==> config.mk <==
export PLATFORM = sky130hd
export DESIGN_NAME = fetch_stage
export DESIGN_NICKNAME = d
export VERILOG_FILES = /design/src/rtl/fetch_stage_pkg.sv /design/src/rtl/fetch_stage_dffREC.sv /design/src/rtl/fetch_stage.sv
export SDC_FILE = /design/constraint.sdc
export NUM_CORES = 1
export LEC_CHECK = 0
export CAP_MARGIN = 10
export CORE_ASPECT_RATIO = 2
export CORE_MARGIN = 1.5
export CORE_UTILIZATION = 54
export CTS_BUF_LIST = sky130_fd_sc_hd__clkbuf_8
export DETAILED_ROUTE_END_ITERATION = 12
export GPL_TIMING_DRIVEN = 0
export MAX_ROUTING_LAYER = met4
export PLACE_DENSITY = 0.88
export SETUP_SLACK_MARGIN = 0.15
export SLEW_MARGIN = 20
export SYNTH_ARGS = -nofsm -noshare
export SYNTH_HDL_FRONTEND = slang
export SYNTH_SLANG_ARGS = --single-unit
==> constraint.sdc <==
create_clock -name clk -period 8.2 [get_ports clk]
set_input_delay 1.23 -clock clk [delete_from_list [all_inputs] [get_ports clk]]
set_output_delay 1.23 -clock clk [all_outputs]
set_load 0.03 [all_outputs]
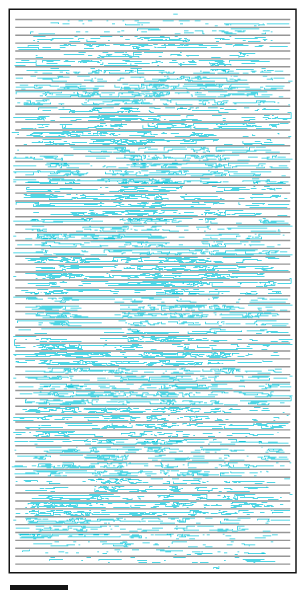
*Signal wires on met1, run 1*
Scale bar: 20 um. Supply wires on this layer in gray.
The longest straight run is 41.2 um. The layer carries 11,400 um of wire. The wires run mostly horizontal. The layer holds 33% of the routed length.
Routed WL: 34.3 mm
GR Util met1: 36.8%

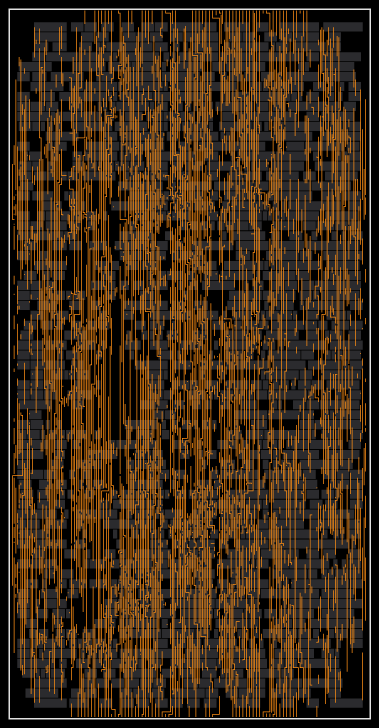
*Signal wires on met2, run 1*
The wires run mostly vertical. The layer carries 19,000 um of wire. The layer holds 55% of the routed length. 1,223 nets have wire on it. The longest straight run is 81.9 um.
vias: 9,221
met2 Use GR: 68.3%

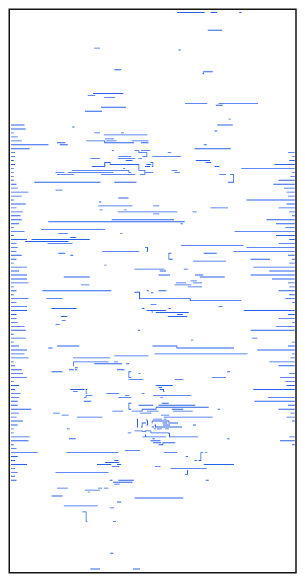
*The metal 3 layer, run 1*
306 nets have wire on it. The layer carries 1,920 um of wire.
met3 Use GR: 4.90%

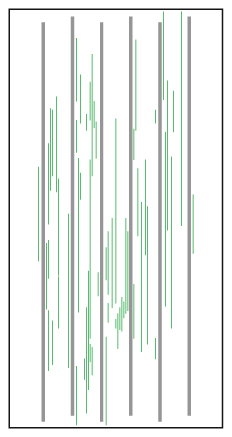
*Signal wires on met4, run 1*
Supply wires on this layer in gray.
The layer carries 2,030 um of wire. 52 nets have wire on it.

==> results.txt, run 1 <==
worst hold slack - 0.485 ns
most common cell in the netlist - nand2_1
max reg flops - 95
Final #Nets - 1,439
RSZ-0062 raised after global routing - false
Die H - 194 um
Unique cell types - 63
crit path cell chain - clkdlybuf4s50_1 -> xor2_1 -> nor2_1 -> clkbuf_1 -> buf_1 -> and4_2 -> buf_16
Post-Syn Instances - 1,012
largest net degree at the start of global routing - 94
DP HPWL - 26.8 mm
final instance area - 13,200 um2
vias in the first global route - 9,541
Crit. End Element - register
fa+ha+maj area frac - 0.765%
core area - 17,800 um2
hold depth - 2
CP Class - primary input to register
crit path DAT - 4.20 ns
status - complete, no violations
-- run 1: logic make-up after synthesis --
kind of cell,Yosys count
AOI/OAI and AO/OA,201
xor gates and xnor gates,38
adders and majority gates,6
buffers and inverters,100
DFF,193
muxes,76
and+or+nand+nor,398
-- run 1: metrics by stage --
stage	cells	power [mW]	setup WS (ns)
2_1_floorplan	1012	2.52	4.43
3_3_place_gp	1488	3.32	-0.567
3_5_place_dp	1491	3.36	3.78
4_1_cts	1523	3.99	4.31
5_1_grt	1523	4.15	4.10
6_report	1523	3.99	4.19
-- run 1: per-layer routing --
layer / part of all wire, % / wire (um) / track usage (%)
met5: 0 / 0 / -
met4: 5.9 / 2030 / 21.1
met3: 5.6 / 1920 / 4.90
met2: 55 / 19000 / 68.3
met1: 33 / 11400 / 36.8
-- run 1: cell usage in the layout (no fill, tap or decap), types with 13 or more instances in the layout --
cell             Yosys  layout
clkdlybuf4s50_1      0     262
nand2_1            196     196
dfrtp_1            158     158
o21ai_0             79      79
clkbuf_1            62      62
nor2_1              46      46
mux2i_1             46      46
edfxtp_1            32      32
a21oi_1             28      28
mux2_2              27      27
xnor2_1             26      26
nand4_1             22      22
nand3_1             17      17
clkbuf_8             0      17
nor3_1              17      16
nand2b_1            15      15
a31oi_1             13      13
-- run 1: where the power goes --
group | internal (mW) | switching, mW
Combinational | 0.797 | 1.14
Sequential | 1.25 | 0.179
Clock | 0.255 | 0.375
-- run 1: critical path, delay by kind of cell --
kind	cells	cell delay (ns)
buffers and inverters	4	1.82
AND/OR/NAND/NOR	2	0.90
XOR/XNOR	1	0.23
-- run 1: cell type report --
cell class	count	area, um2
well taps	213	267
clock inverters	15	170
clock buffers	17	234
plain buffers	89	378
inverters	11	41.3
fillers	1267	4590
repair buffers	266	2700
flip-flops and latches	193	4990
multi-input cells	719	4410
==> run 2, diff against run 1 <==
--- a/config.mk
+++ b/config.mk
@@ -8,12 +8,12 @@
 export CAP_MARGIN = 10
 export CORE_ASPECT_RATIO = 2
 export CORE_MARGIN = 1.5
-export CORE_UTILIZATION = 54
+export CORE_UTILIZATION = 50
 export CTS_BUF_LIST = sky130_fd_sc_hd__clkbuf_8
 export DETAILED_ROUTE_END_ITERATION = 12
 export GPL_TIMING_DRIVEN = 0
 export MAX_ROUTING_LAYER = met4
-export PLACE_DENSITY = 0.88
+export PLACE_DENSITY = 0.82
 export SETUP_SLACK_MARGIN = 0.15
 export SLEW_MARGIN = 20
 export SYNTH_ARGS = -nofsm -noshare
==> constraint.sdc (replaced) <==
create_clock -name clk -period 3.8 [get_ports clk]
set_input_delay 0.57 -clock clk [delete_from_list [all_inputs] [get_ports clk]]
set_output_delay 0.57 -clock clk [all_outputs]
set_load 0.03 [all_outputs]
==> results.txt, run 2 <==
delay-heaviest family, CP - buffers and inverters
crit path cell chain - clkbuf_1 -> and2_1 -> buf_4 -> nor2_1 -> clkbuf_1 -> buf_1 -> and4_2 -> buf_12
Non-Clock Inverter Count - 11
DP Cell Count - 1,537
largest net degree at the start of global routing - 83
Comb gates - 719
max reg flops - 95
Multi-input gate area - 4410 um2
Leading cell kind - flip-flops and latches
DP HPWL - 26.9 mm
Seq area share - 37.8%
PnR worst setup slack - 0.303 ns
flip-flops - 193
core area - 19,300 um2
# Taps - 259
status - complete, no violations
Commonest Layout Cell - clkdlybuf4s50_1
CP Class - register to register
RSZ-0062 raised after global routing - false
most common cell in the netlist - nand2_1
crit path DAT - 3.68 ns
final cell count without fillers - 1,569
Comb area share - 33.3%
Pwr Total - 8.62 mW
Data required, critical path - 3.99 ns
worst slack at placement - 0.133 ns
Top Layout Cells - clkdlybuf4s50_1 (262), nand2_1 (196), dfrtp_1 (158)
Stages on worst setup path - 8
Post-Syn Instances - 1,012
register area - 4990 um2
Final #Nets - 1,439
Fill cells - 1,580
Die H - 201 um
Crit. End Element - register
Layout clock area frac - 2.92%
clkbuf count - 17
==> run 2: netlist changes by cell type in the layout (fill, tap and decap cells not counted) <==
cell        delta
inv_8          -3
buf_12         +1
clkinv_2       +3
inv_1          +1
clkinv_1       -1
buf_16         -1
clkinv_4       -3
clkinv_8       -2
clkinvlp_4     -2
inv_6          +3
inv_4          +3
bufinv_16      +1
==> run 2: kinds of logic (layout without fill, tap and decap cells) <==
kind of cell             Yosys count  after routing  share of synthesized area (%)
AND/OR/NAND/NOR                  398            398                           19.5
AND-OR/OR-AND                    201            201                           13.1
flip-flops                       193            193                           50.9
buffers and inverters            100            398                           4.27
multiplexers                      76             76                           8.13
XOR/XNOR                          38             38                           3.39
adder cells (fa/ha/maj)            6              6                          0.765
==> run 2: routing by layer <==
layer	wire length, um	track usage, %	part of all wire, %
met1	11500	34.6	34
met2	18700	63.9	55
met3	1950	5.28	5.7
met4	2130	20.1	6.2
met5	0	-	0
==> run 2: through the flow <==
stage | utilization, % | hold slack (ns) | area (um2)
final | 68.6 | 0.0325 | 13200
after global routing | 68.6 | 0.0773 | 13200
after CTS | 68.6 | 0.0538 | 13200
after detailed placement | 66.6 | 0.463 | 12800
after global placement | 66.2 | 0.460 | 12800
after floorplan | - | 0.274 | 9810
==> run 2: report_power, final <==
| part | leakage [nW] | internal [mW] | total [mW] | switching (mW) |
|---|---|---|---|---|
| logic | 2.95 | 1.72 | 4.17 | 2.46 |
| registers | 2.31 | 2.70 | 3.07 | 0.373 |
| clock network | 0.210 | 0.594 | 1.37 | 0.777 |
| total | 5.47 | 5.01 | 8.62 | 3.61 |
==> run 2: worst reg2reg max path, delay by kind of cell (launching register included) <==
family | cells | cell delay [ns]
simple gates | 3 | 0.99
buf+inv | 5 | 1.76
flops | 1 | 0.43
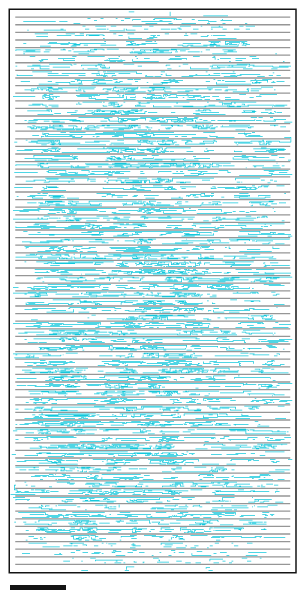
*Signal wires on met1, run 2*
Scale bar: 20 um. Supply wires on this layer in gray.
1,278 nets have wire on it. The wires run mostly horizontal.
Routed WL: 34.2 mm
GR Util met1: 34.6%
vias: 9,104

Power figures rest on the tool's default switching activity, not on a simulated workload.
